### src/rtl/tracker_sequencer_pkg.sv
`default_nettype none
// ============================================================================
// Module   : tracker_pkg
// Purpose  : Shared state, axis and direction encodings for the sun tracker.
// Revision : 1.0 - initial release
// ============================================================================
package tracker_pkg;

    localparam int POS_CENTER = 90;

    typedef enum logic [2:0] {
        ST_IDLE    = 3'd0,
        ST_MEASURE = 3'd1,
        ST_MOVE    = 3'd2,
        ST_SETTLE  = 3'd3,
        ST_SAMPLE  = 3'd4,
        ST_EVAL    = 3'd5,
        ST_HOLD    = 3'd6
    } state_t;

    typedef enum logic {
        AXIS_H = 1'b0,
        AXIS_V = 1'b1
    } axis_t;

    typedef enum logic {
        DIR_POS = 1'b0,
        DIR_NEG = 1'b1
    } dir_t;

endpackage
`default_nettype wire

### src/rtl/tracker_sequencer_if.sv
`default_nettype none
// ============================================================================
// Module   : tracker_sequencer_if
// Purpose  : Panel-voltage ADC request/acknowledge handshake.
// Revision : 1.0 - initial release
// ============================================================================
interface tracker_sequencer_if #(
    parameter int ADC_W = 12
);
    logic             adc_req;
    logic             adc_ack;
    logic [ADC_W-1:0] adc_data;

    modport master (output adc_req, input adc_ack, input adc_data);
    modport slave  (input adc_req, output adc_ack, output adc_data);
endinterface
`default_nettype wire

### src/rtl/tracker_sequencer_settle_timer.sv
`default_nettype none
// ============================================================================
// Module   : settle_timer
// Purpose  : Loadable down-counter; done pulses on the last of load_val cycles.
// Revision : 1.0 - initial release
// ============================================================================
module settle_timer #(
    parameter int CNT_W = 27
) (
    input  logic             clk,
    input  logic             rst_n,
    input  logic             load,
    input  logic [CNT_W-1:0] load_val,
    output logic             done
);
    localparam logic [CNT_W-1:0] c_one = CNT_W'(1);

    logic [CNT_W-1:0] r_cnt;
    logic             r_run;

    always_ff @(posedge clk or negedge rst_n) begin
        if (!rst_n) begin
            r_cnt <= '0;
            r_run <= 1'b0;
        end else if (load) begin
            r_cnt <= load_val - c_one;
            r_run <= 1'b1;
        end else if (r_run) begin
            if (r_cnt == '0) r_run <= 1'b0;
            else             r_cnt <= r_cnt - c_one;
        end
    end

    assign done = r_run && (r_cnt == '0);
endmodule
`default_nettype wire

### src/rtl/tracker_sequencer.sv
`default_nettype none
// ============================================================================
// Module   : tracker_sequencer
// Purpose  : Hill-climbing two-axis sun tracker with manual jog fallback.
// Revision : 1.0 - initial release
// ============================================================================
module tracker_sequencer
    import tracker_pkg::*;
#(
    parameter int POS_W      = 8,
    parameter int POS_MIN    = 0,
    parameter int POS_MAX    = 180,
    parameter int STEP       = 2,
    parameter int ADC_W      = 12,
    parameter int HYST       = 8,
    parameter int SETTLE_CYC = 2_000_000,
    parameter int HOLD_CYC   = 100_000_000
) (
    input  logic                 clk,
    input  logic                 rst_n,
    input  logic                 en,
    input  logic                 man_l,
    input  logic                 man_r,
    input  logic                 man_u,
    input  logic                 man_d,
    tracker_sequencer_if.master  bus,
    output logic [POS_W-1:0]     pos_h,
    output logic [POS_W-1:0]     pos_v,
    output logic [ADC_W-1:0]     max_v,
    output logic [2:0]           stat,
    output logic                 busy
);
    localparam int c_cnt_w = $clog2(((HOLD_CYC > SETTLE_CYC) ? HOLD_CYC : SETTLE_CYC) + 1);
    localparam logic [POS_W-1:0] c_step       = POS_W'(STEP);
    localparam logic [POS_W-1:0] c_min        = POS_W'(POS_MIN);
    localparam logic [POS_W-1:0] c_max        = POS_W'(POS_MAX);
    localparam logic [POS_W-1:0] c_center     = POS_W'(POS_CENTER);
    localparam logic [POS_W:0]   c_step_x     = (POS_W+1)'(STEP);
    localparam logic [POS_W:0]   c_max_x      = (POS_W+1)'(POS_MAX);
    localparam logic [POS_W:0]   c_min_step_x = (POS_W+1)'(POS_MIN + STEP);
    localparam logic [ADC_W:0]   c_hyst_x     = (ADC_W+1)'(HYST);

    state_t             r_state, w_next;
    axis_t              r_axis;
    dir_t               r_dir;
    logic               r_miss, r_moved, r_adc_req, r_busy;
    logic [1:0]         r_conv;
    logic [POS_W-1:0]   r_pos_h, r_pos_v;
    logic [ADC_W-1:0]   r_max_v, r_sample;
    logic               w_adc_req, w_busy, w_tmr_load, w_done;
    logic [c_cnt_w-1:0] w_tmr_val;

    // Trial-step arithmetic on the active axis, one extra bit to catch overflow
    logic [POS_W-1:0] w_cur, w_cand, w_undo, w_jog_h, w_jog_v;
    logic [POS_W:0]   w_up, w_h_inc, w_v_inc;
    logic             w_in_range, w_improve, w_other_conv;

    assign w_cur        = (r_axis == AXIS_H) ? r_pos_h : r_pos_v;
    assign w_up         = {1'b0, w_cur} + c_step_x;
    assign w_in_range   = (r_dir == DIR_POS) ? (w_up <= c_max_x) : ({1'b0, w_cur} >= c_min_step_x);
    assign w_cand       = (r_dir == DIR_POS) ? w_up[POS_W-1:0] : (w_cur - c_step);
    assign w_undo       = (r_dir == DIR_POS) ? (w_cur - c_step) : (w_cur + c_step);
    assign w_improve    = r_moved && ({1'b0, r_sample} > ({1'b0, r_max_v} + c_hyst_x));
    assign w_other_conv = (r_axis == AXIS_H) ? r_conv[1] : r_conv[0];

    assign w_h_inc = {1'b0, r_pos_h} + c_step_x;
    assign w_v_inc = {1'b0, r_pos_v} + c_step_x;
    assign w_jog_h = (man_r && !man_l) ? ((w_h_inc > c_max_x) ? c_max : w_h_inc[POS_W-1:0])
                   : (man_l && !man_r) ? (({1'b0, r_pos_h} < c_min_step_x) ? c_min : r_pos_h - c_step)
                   : r_pos_h;
    assign w_jog_v = (man_u && !man_d) ? ((w_v_inc > c_max_x) ? c_max : w_v_inc[POS_W-1:0])
                   : (man_d && !man_u) ? (({1'b0, r_pos_v} < c_min_step_x) ? c_min : r_pos_v - c_step)
                   : r_pos_v;

    settle_timer #(.CNT_W(c_cnt_w)) u_timer (
        .clk      (clk),
        .rst_n    (rst_n),
        .load     (w_tmr_load),
        .load_val (w_tmr_val),
        .done     (w_done)
    );

    always_ff @(posedge clk or negedge rst_n) begin
        if (!rst_n) begin
            r_state   <= ST_IDLE;
            r_adc_req <= 1'b0;
            r_busy    <= 1'b0;
        end else begin
            r_state   <= w_next;
            r_adc_req <= w_adc_req;
            r_busy    <= w_busy;
        end
    end

    always_comb begin
        w_next = r_state;
        if (!en) begin
            w_next = ST_IDLE;
        end else begin
            case (r_state)
                ST_IDLE:    w_next = ST_MEASURE;
                ST_MEASURE: if (bus.adc_ack) w_next = ST_MOVE;
                ST_MOVE:    w_next = w_in_range ? ST_SETTLE : ST_EVAL;
                ST_SETTLE:  if (w_done) w_next = ST_SAMPLE;
                ST_SAMPLE:  if (bus.adc_ack) w_next = ST_EVAL;
                ST_EVAL: begin
                    if (!w_improve && r_miss && w_other_conv) w_next = ST_HOLD;
                    else                                      w_next = ST_MOVE;
                end
                ST_HOLD:    if (w_done) w_next = ST_MEASURE;
                default:    w_next = ST_IDLE;
            endcase
        end
    end

    always_comb begin
        w_adc_req  = (w_next == ST_MEASURE) || (w_next == ST_SAMPLE);
        w_busy     = (w_next != ST_IDLE) && (w_next != ST_HOLD);
        w_tmr_load = ((w_next == ST_SETTLE) && (r_state != ST_SETTLE)) ||
                     ((w_next == ST_HOLD) && (r_state != ST_HOLD));
        w_tmr_val  = (w_next == ST_HOLD) ? c_cnt_w'(HOLD_CYC) : c_cnt_w'(SETTLE_CYC);
    end

    // With en low nothing but jog touches the datapath, so trial steps stay put
    always_ff @(posedge clk or negedge rst_n) begin
        if (!rst_n) begin
            r_pos_h  <= c_center;
            r_pos_v  <= c_center;
            r_max_v  <= '0;
            r_sample <= '0;
            r_axis   <= AXIS_H;
            r_dir    <= DIR_POS;
            r_miss   <= 1'b0;
            r_conv   <= 2'b00;
            r_moved  <= 1'b0;
        end else if (r_state == ST_IDLE) begin
            r_pos_h <= w_jog_h;
            r_pos_v <= w_jog_v;
            if (en) begin
                r_axis <= AXIS_H;
                r_dir  <= DIR_POS;
                r_miss <= 1'b0;
                r_conv <= 2'b00;
            end
        end else if (en) begin
            case (r_state)
                ST_MEASURE: if (bus.adc_ack) r_max_v <= bus.adc_data;
                ST_MOVE: begin
                    r_moved <= w_in_range;
                    if (w_in_range) begin
                        if (r_axis == AXIS_H) r_pos_h <= w_cand;
                        else                  r_pos_v <= w_cand;
                    end
                end
                ST_SAMPLE: if (bus.adc_ack) r_sample <= bus.adc_data;
                ST_EVAL: begin
                    if (w_improve) begin
                        r_max_v <= r_sample;
                        r_miss  <= 1'b0;
                        r_conv  <= 2'b00;
                    end else begin
                        if (r_moved) begin
                            if (r_axis == AXIS_H) r_pos_h <= w_undo;
                            else                  r_pos_v <= w_undo;
                        end
                        if (r_miss) begin
                            r_conv[r_axis] <= 1'b1;
                            r_axis         <= (r_axis == AXIS_H) ? AXIS_V : AXIS_H;
                            r_miss         <= 1'b0;
                            r_dir          <= DIR_POS;
                        end else begin
                            r_miss <= 1'b1;
                            r_dir  <= (r_dir == DIR_POS) ? DIR_NEG : DIR_POS;
                        end
                    end
                end
                ST_HOLD: begin
                    if (w_done) begin
                        r_axis <= AXIS_H;
                        r_dir  <= DIR_POS;
                        r_miss <= 1'b0;
                        r_conv <= 2'b00;
                    end
                end
                default: ;
            endcase
        end
    end

    assign bus.adc_req = r_adc_req;
    assign pos_h       = r_pos_h;
    assign pos_v       = r_pos_v;
    assign max_v       = r_max_v;
    assign stat        = r_state;
    assign busy        = r_busy;
endmodule
`default_nettype wire
### src/flat_wrapper.sv
// flat-port wrapper written by rule: the top's interface ports become plain ports
module tracker_sequencer_flat import tracker_pkg::*;
#(
    parameter int POS_W      = 8,
    parameter int POS_MIN    = 0,
    parameter int POS_MAX    = 180,
    parameter int STEP       = 2,
    parameter int ADC_W      = 12,
    parameter int HYST       = 8,
    parameter int SETTLE_CYC = 2_000_000,
    parameter int HOLD_CYC   = 100_000_000
)
  (clk, rst_n, en, man_l, man_r, man_u, man_d, pos_h, pos_v, max_v, stat, busy, bus_adc_req, bus_adc_ack, bus_adc_data);
  tracker_sequencer_if #(.ADC_W(ADC_W)) bus_i ();
  input  logic clk;
  input  logic rst_n;
  input  logic en;
  input  logic man_l;
  input  logic man_r;
  input  logic man_u;
  input  logic man_d;
  output logic [POS_W-1:0] pos_h;
  output logic [POS_W-1:0] pos_v;
  output logic [ADC_W-1:0] max_v;
  output logic [2:0] stat;
  output logic busy;
  output wire logic [$bits(bus_i.adc_req)-1:0] bus_adc_req;
  input wire logic [$bits(bus_i.adc_ack)-1:0] bus_adc_ack;
  input wire logic [$bits(bus_i.adc_data)-1:0] bus_adc_data;
  assign bus_adc_req = bus_i.adc_req;
  assign bus_i.adc_ack = bus_adc_ack;
  assign bus_i.adc_data = bus_adc_data;
  tracker_sequencer #(.POS_W(POS_W), .POS_MIN(POS_MIN), .POS_MAX(POS_MAX), .STEP(STEP), .ADC_W(ADC_W), .HYST(HYST), .SETTLE_CYC(SETTLE_CYC), .HOLD_CYC(HOLD_CYC)) u_core (.clk(clk), .rst_n(rst_n), .en(en), .man_l(man_l), .man_r(man_r), .man_u(man_u), .man_d(man_d), .bus(bus_i), .pos_h(pos_h), .pos_v(pos_v), .max_v(max_v), .stat(stat), .busy(busy));
endmodule
### config.mk
export PLATFORM = sky130hd
export DESIGN_NAME = tracker_sequencer_flat
export DESIGN_NICKNAME = d
export VERILOG_FILES = /design/src/rtl/tracker_sequencer_pkg.sv /design/src/rtl/tracker_sequencer_if.sv /design/src/rtl/tracker_sequencer_settle_timer.sv /design/src/rtl/tracker_sequencer.sv /design/src/flat_wrapper.sv
export SDC_FILE = /design/constraint.sdc
export NUM_CORES = 1
export LEC_CHECK = 0
export CAP_MARGIN = 20
export CORE_MARGIN = 2
export CORE_UTILIZATION = 63
export CTS_BUF_LIST = sky130_fd_sc_hd__clkbuf_8 sky130_fd_sc_hd__clkbuf_16
export DETAILED_ROUTE_END_ITERATION = 10
export MAX_ROUTING_LAYER = met4
export PLACE_DENSITY = 0.86
export SLEW_MARGIN = 15
export SYNTH_ARGS = -nofsm -noshare
export SYNTH_HDL_FRONTEND = slang
export SYNTH_SLANG_ARGS = --single-unit
### constraint.sdc
create_clock -name clk -period 8.7 [get_ports clk]
set_clock_uncertainty 0.15 [all_clocks]
set_input_delay 1.74 -clock clk [delete_from_list [all_inputs] [get_ports clk]]
set_output_delay 1.74 -clock clk [all_outputs]
set_load 0.02 [all_outputs]
==> results.toml, run 1 <==
# yosys + openroad results
[outcome]
outcome = "complete, no violations"

[floorplanning]
chipHeight_um = 100
ios = 53
die_w_um = 100
floorplan.core_util = 0.640

[logic_synthesis]
top_cells_by_count = "nand2_1, dfrtp_1, nor2_1"
ys_area_mm2 = 0.00580
fp_nets = 732
synth.largest_area_cell = "dfrtp_1"
ys_sh_adder = 0.0453
ys_sh_xor = 0.0664
synth.most_common_cell = "nand2_1"
edf_count = 0
mux_area_frac = 0.0541
synth_top_area_share = 0.306
syn_area_per_cell_um2 = 8.40
yosysWarnings = 0
synth.area.top_cells = "dfrtp_1, nand2_1, ha_1, nor2_1, xnor2_1"
simple_gate_share = 0.250
synth_flops = 79

[power_and_ir_drop]
seqPwrFrac = 0.344
intPower_mw = 1.08
p_switching_uw = 937
power.share.clock = 0.121
max-vdd-ir-drop_mv = 0.200

[clocking]
clkLatencyLatePin_ns = 0.35
ctsResizeCount = 0
cts.sinks = 79
cts_setup_buffers = 0
clk_pin_slew_ns = 0.08
cts_buffers = 9
cts_hold_buffers = 0

[cells_and_area]
antenna_cells = 0
drive_above_1_share = 0.0962
lay_top_cells = "nand2_1, dfrtp_1, nor2_1"
layout_top_cell = "nand2_1"
syn_to_final_growth_pct = 12.7

[route]
drt-initial-drc-count = 361
drtPass1Iterations = 5
vias_per_cell = 6.37
ant_nets = 0

[global_routing]
first_global_vias = 5339
grt_max_degree = 80
grt-ovfl-total = 0
grtUsageTotal = 0.305

[placed_design]
port_buffers = 52
gp_congestion = 0.920
place_inst = 822

[sta]
hold_violations = 0
tns_ns = 0
finalClockPeriodUsage = 0.592
worstMarginPinSlew_ns = 0.896
rsz0062_at_grt = "no"
post-route-min-period_ns = 5.15
slew_headroom = 0.399
drv_slew = 0

[critical_path]
reg2reg_depth = 21
max_stage_delay_ns = 0.60
worst-path-buf-inv = 2
crit_arrival_ns = 5.20
required_ns = 8.75
r2r_start = "u_core.pos_h[1]$_DFFE_PN1P_"
crit_type = "in2reg"
worstPathCellList = "clkdlybuf4s50_1 > mux2i_2 > a211oi_1 > a21boi_2 > buf_4 > nor2_1 > nand2_1 > ha_1 > nand3_1 > nor3_1 > nand3_1 > nor4_1 > xnor2_1 > o21ai_0"
cp-end-kind = "flop"
start_kind = "input port"
r2r_slack_ns = 3.58
crit_slowest_cell = "clkdlybuf4s50_1"
path_max_fanout = 22

[job]
openroad.warnings = 30

[min_path]
min_delay_path_depth = 1
hold_path_end = "u_core.r_conv[1]$_DFFE_PN0P_"
hp-start = "u_core.r_conv[1]$_DFFE_PN0P_"
hold_class = "reg2reg"
run 1: through the flow:
| stage | setup slack, ns | power (mW) | cell area [µm²] | hold WS (ns) | utilization |
|---|---|---|---|---|---|
| 6_report | 3.55 | 2.02 | 6540 | 0.380 | 0.722 |
| 5_1_grt | 3.03 | 2.18 | 6540 | 0.388 | 0.722 |
| 4_1_cts | 3.59 | 2.02 | 6520 | 0.372 | 0.719 |
| 3_5_place_dp | 3.21 | 1.77 | 6340 | 0.354 | 0.700 |
| 3_3_place_gp | 3.40 | 1.72 | 6340 | 0.330 | 0.700 |
| 2_1_floorplan | 4.22 | 1.44 | 5800 | 0.312 | - |
run 1: final cells by class:
type	instances	area [µm²]
Multi-Input combinational cell	556	3590
Fill cell	722	2520
Sequential cell	79	1990
Timing Repair Buffer	58	583
Tap cell	111	139
Clock buffer	9	124
Inverter	19	71.3
Clock inverter	7	50.0
run 1: routing by layer:
layer  global-route usage  part of all wire
met1                0.363              0.41
met2                0.525              0.51
met4                0.115             0.022
met3               0.0432             0.053
met5                    -                 0
run 1: power by group through the flow:
stage | sequential (mW) | clock, mW | combinational (mW)
3_3_place_gp | 0.692 | 0 | 1.03
2_1_floorplan | 0.662 | 0 | 0.778
5_1_grt | 0.720 | 0.264 | 1.20
3_5_place_dp | 0.699 | 0 | 1.07
6_report | 0.696 | 0.244 | 1.08
4_1_cts | 0.691 | 0.251 | 1.07
run 1: worst max-delay path by stage:
stage                                      startpoint                              endpoint  slack (ns)  cells after the start
after floorplan             u_core.r_axis$_DFFE_PN0P_  u_core.u_timer.r_cnt[24]$_DFFE_PN0P_        4.22                     24
after global placement                    bus_adc_ack  u_core.u_timer.r_cnt[24]$_DFFE_PN0P_        3.40                     14
after detailed placement                  bus_adc_ack  u_core.u_timer.r_cnt[24]$_DFFE_PN0P_        3.21                     14
after CTS                                 bus_adc_ack  u_core.u_timer.r_cnt[24]$_DFFE_PN0P_        3.59                     14
after global routing      u_core.pos_h[1]$_DFFE_PN1P_  u_core.u_timer.r_cnt[24]$_DFFE_PN0P_        3.03                     21
final                                     bus_adc_ack  u_core.u_timer.r_cnt[24]$_DFFE_PN0P_        3.55                     14
run 1: state kept, by name, summed over array words and instances, names as in the netlist:
signal and count:
u_core.bus.adc_req 1, u_core.busy 1, u_core.max_v 12, u_core.pos_h 8
u_core.pos_v 8, u_core.r_axis 1, u_core.r_conv 2, u_core.r_dir 1
u_core.r_miss 1, u_core.r_moved 1, u_core.r_sample 12, u_core.stat 3
u_core.u_timer.r_cnt 27, u_core.u_timer.r_run 1
run 1: kinds of logic after synthesis:
kind of cell / Yosys count
buffers and inverters: 56
AOI/OAI and AO/OA: 170
DFF: 79
adders and majority gates: 21
muxes: 29
xor gates and xnor gates: 44
and+or+nand+nor: 292
Run 1, cells colored by class:
Scale bar: 20 µm.
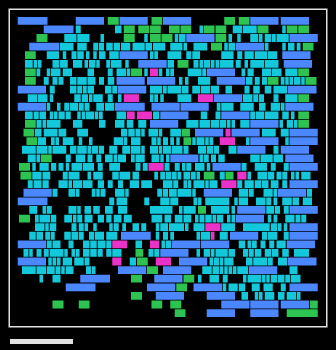
Key: green = remaining buffers and delay cells [cells 58, share of their area 9.1%]; cyan = remaining logic cells [cells 575, share of their area 57%]; blue = registers [cells 79, share of their area 31%]; magenta = clock drivers and dummy loads [cells 16, share of their area 2.7%]
final instance area: 0.00654 mm²
Std-Cell Rows: 35
Final Util: 0.722
core area: 0.00906 mm²
flop share of the area: 0.304

Run 1, routing congestion map:
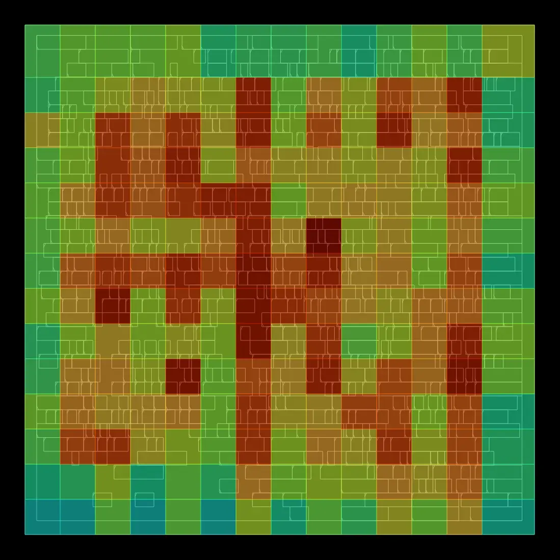
DR WL/cell: 17.0 µm
routing usage on met2: 0.525
busiest layer in global routing: met2
GR met3 Demand/Resource: 0.0432

Run 1, clock wires, drivers and flops:
Scale bar: 20 µm.
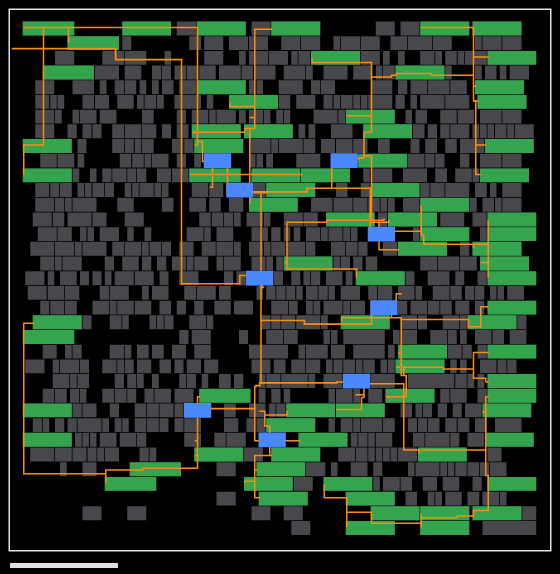
Key: blue = clock-net drivers [count 9]; green = flip-flops [count 79]; orange = clock wires [length 953 µm]
Position of the flops: spread over the die. There are 10 routed clock nets.

Run 1, gate-type map:
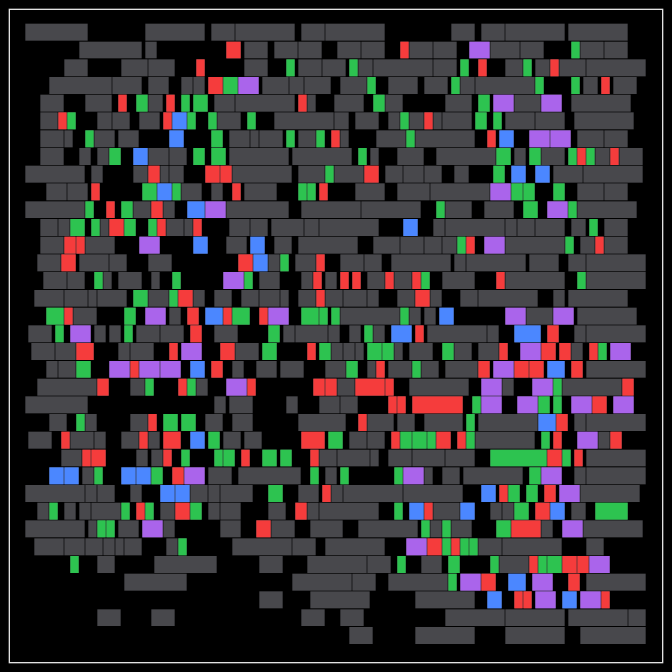

==> run 1 -> run 2 <==
CORE_UTILIZATION = 59   (was 63)
PLACE_DENSITY = 0.82   (was 0.86)
clock period = 5 ns   (was 8.7 ns; I/O delays follow)
Run 2, gate-type map:
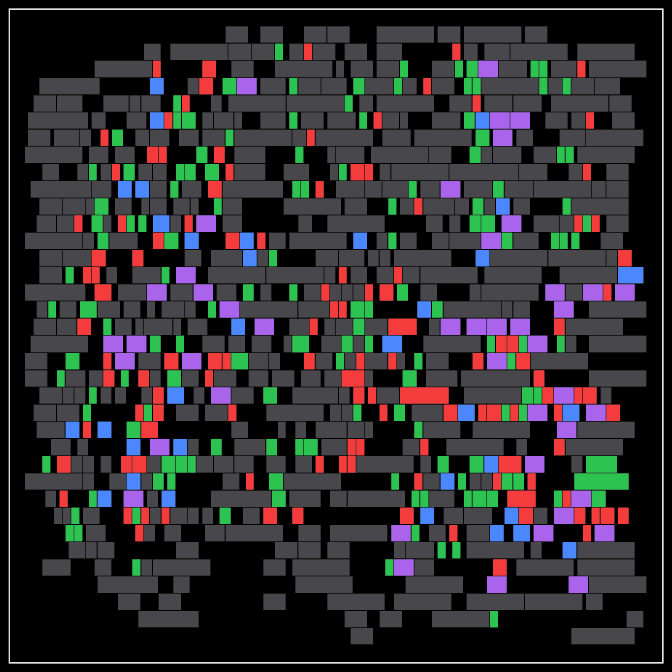
Key: red = nor cells [cells 119, most used nor2_1]; purple = xor and xnor cells [cells 44, most used xnor2_1]; green = nand cells [cells 140, most used nand2_1, where spread over the die]; blue = and/or cells [cells 33, most used or3_1]
Post-Layout Cell Count: 863
fraction of area in multi-input gates: 0.541
Commonest Layout Cell: nand2_1

Run 2, clock wires, drivers and flops:
Scale bar: 20 µm.
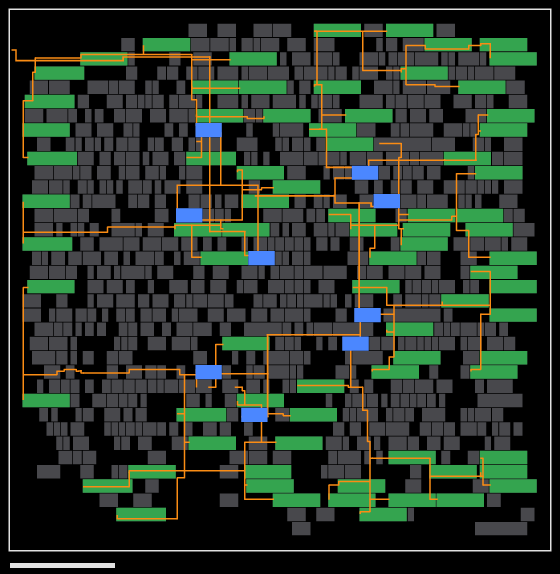
Key: green = flip-flops [count 79]; blue = clock-net drivers [count 9]; orange = clock wires [length 1070 µm]
Position of the flops: spread over the die. There are 10 routed clock nets.
Late-Pin Clk Latency: 0.36 ns
clock network power: 552 µW
Clock power frac: 0.151

Run 2, routing congestion map:
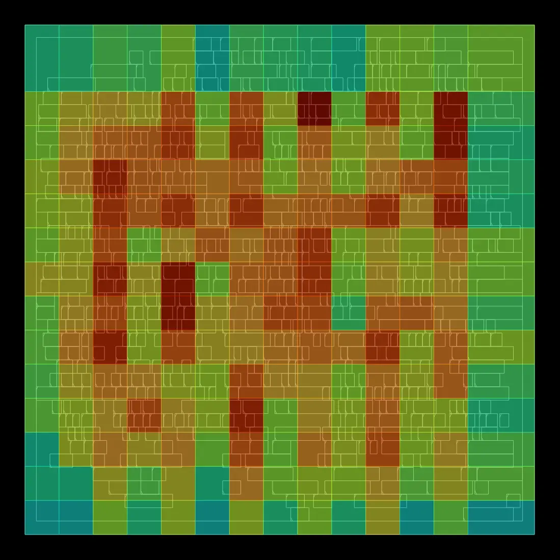
routing usage on met2: 0.491
GR Util All Layers: 0.294

==> results.toml, run 2 <==
# yosys + openroad results
[cells_and_area]
fin_util = 0.689
antenna_cells = 0
syn_to_final_growth_pct = 14.5
top_register = "u_core.u_timer.r_cnt"
lay_top_cells = "nand2_1, dfrtp_1, nor2_1"
largest_reg_flops = 27
drive_above_1_share = 0.101
design_area_mm2 = 0.00665

[logic_synthesis]
edf_count = 0
synth.area.top_cells = "dfrtp_1, nand2_1, ha_1, nor2_1, xnor2_1"
yosysWarnings = 0
synth.largest_area_cell = "dfrtp_1"
ys_area_mm2 = 0.00580
synth_top_area_share = 0.306
syn_area_per_cell_um2 = 8.40
fp_nets = 732
top_cells_by_count = "nand2_1, dfrtp_1, nor2_1"
synth_flops = 79
ys_seq_frac = 0.342
synth.most_common_cell = "nand2_1"

[floorplanning]
ios = 53
die_w_um = 103
chipHeight_um = 103
floorplan.core_util = 0.602
fp-row-count = 36
core_area_mm2 = 0.00964

[critical_path]
crit_family = "simple AND/OR/NAND/NOR gates"
crit_cells = 19
start_kind = "flop"
worstSetupEndpoint = "u_core.u_timer.r_cnt[24]$_DFFE_PN0P_"
required_ns = 5.05
path_max_fanout = 12
r2r_slack_ns = 0.37
crit_path_start = "u_core.max_v[3]$_DFFE_PN0P_"
r2r_start = "u_core.max_v[3]$_DFFE_PN0P_"
crit_type = "reg2reg"
crit_arrival_ns = 4.68
worstPathCellList = "ha_1 > and3_1 > nand3_1 > xor2_1 > ha_1 > nand3_1 > o41ai_1 > a31oi_1 > o21ai_0 > and3_1 > nor2_1 > nand2_1 > ha_1 > nand3_1 > nor3_2 > nand3_1 > nor4_1 > xnor2_1 > o21ai_0"
worst-path-buf-inv = 0
cp-end-kind = "flop"
reg2reg_depth = 19
max_stage_delay_ns = 0.46

[power_and_ir_drop]
max-vdd-ir-drop_mv = 0.406
intPower_mw = 2.01
seqPwrFrac = 0.330

[route]
wl_met3_um = 745
wl_met1_um = 6100
num_vias = 5419
drt-initial-drc-count = 407
vias_per_cell = 6.28
detail_route.wirelength_um = 14500
route.met2.wl_um = 7330
highest_layer = "met4"
post_drt_wl_per_cell_um = 16.8

[sta]
hold_violations = 0
finalClockPeriodUsage = 0.926
rsz0062_at_grt = "no"
tns_ns = 0
timing.final.ws_setup_ns = 0.372
worstMarginPinSlew_ns = 0.852
post-route-min-period_ns = 4.63
slew_headroom = 0.428
drv_slew = 0

[placed_design]
place_ws_ns = 0.367
port_buffers = 52
placed_area_mm2 = 0.00638
gp_congestion = 0.958

[clocking]
cts_hold_buffers = 0
cts_buffers = 9
clk_pin_slew_ns = 0.10

[global_routing]
grt_max_degree = 80
grt-ovfl-total = 0
first_global_vias = 5107

[min_path]
hold_class = "reg2reg"

[job]
openroad.warnings = 30

[outcome]
outcome = "complete, no violations"
[run 2: cell counts after synthesis]
No cell type changed its count.
[run 2: kinds of logic (layout without fill, tap and decap cells)]
logic type                 Yosys count  after routing  share of synthesized area
and+or+nand+nor                    292            292                      0.250
AOI/OAI and AO/OA                  170            170                      0.202
DFF                                 79             79                      0.342
buffers and inverters               56             95                     0.0403
xor gates and xnor gates            44             44                     0.0664
muxes                               29             29                     0.0541
adders and majority gates           21             21                     0.0453
[run 2: power groups by stage]
| stage | Sequential, mW | Combinational (mW) | Clock, mW |
|---|---|---|---|
| detailed placement | 1.21 | 1.87 | 0 |
| global placement | 1.20 | 1.81 | 0 |
| finish | 1.21 | 1.90 | 0.552 |
| CTS | 1.20 | 1.88 | 0.557 |
| global route | 1.25 | 2.11 | 0.586 |
| floorplan | 1.15 | 1.35 | 0 |
[run 2: layer usage]
layer | track usage | vias to the layer above
met5 | - | -
met4 | 0.0962 | 0
met3 | 0.0390 | 31
met2 | 0.491 | 197
met1 | 0.370 | 2616
li1 | - | 2575
[run 2: cell type report]
type,instances,area [µm²]
repair buffers,60,598
clock inverters,6,91.3
clock buffers,10,138
multi-input cells,556,3590
inverters,19,71.3
flip-flops and latches,79,1990
fillers,794,2990
well taps,133,166
[run 2: worst min-delay path by stage]
stage	from	end	slack, ns	cells past startpoint
after global placement	u_core.r_conv[1]$_DFFE_PN0P_	u_core.r_conv[1]$_DFFE_PN0P_	0.33	1
final	u_core.r_conv[1]$_DFFE_PN0P_	u_core.r_conv[1]$_DFFE_PN0P_	0.34	1
after global routing	u_core.r_conv[1]$_DFFE_PN0P_	u_core.r_conv[1]$_DFFE_PN0P_	0.37	1
after CTS	u_core.r_conv[1]$_DFFE_PN0P_	u_core.r_conv[1]$_DFFE_PN0P_	0.35	1
after detailed placement	u_core.r_conv[1]$_DFFE_PN0P_	u_core.r_conv[1]$_DFFE_PN0P_	0.33	1
after floorplan	u_core.r_conv[1]$_DFFE_PN0P_	u_core.r_conv[1]$_DFFE_PN0P_	0.31	1
[run 2: timing repair]
item | in CTS | in global routing
resized | 0 | 1
setup endpoints to repair | 0 | 3
hold endpoints to repair | 0 | 0
setup buffers | 0 | 0
[run 2: per-stage QoR]
| step | hold WS (ns) | cells | power [mW] |
|---|---|---|---|
| floorplan | 0.312 | 691 | 2.51 |
| finish | 0.344 | 863 | 3.66 |
| global route | 0.366 | 863 | 3.95 |
| CTS | 0.348 | 862 | 3.64 |
| detailed placement | 0.329 | 846 | 3.08 |
| global placement | 0.332 | 846 | 3.01 |
Power is estimated from default activity; no workload was simulated.
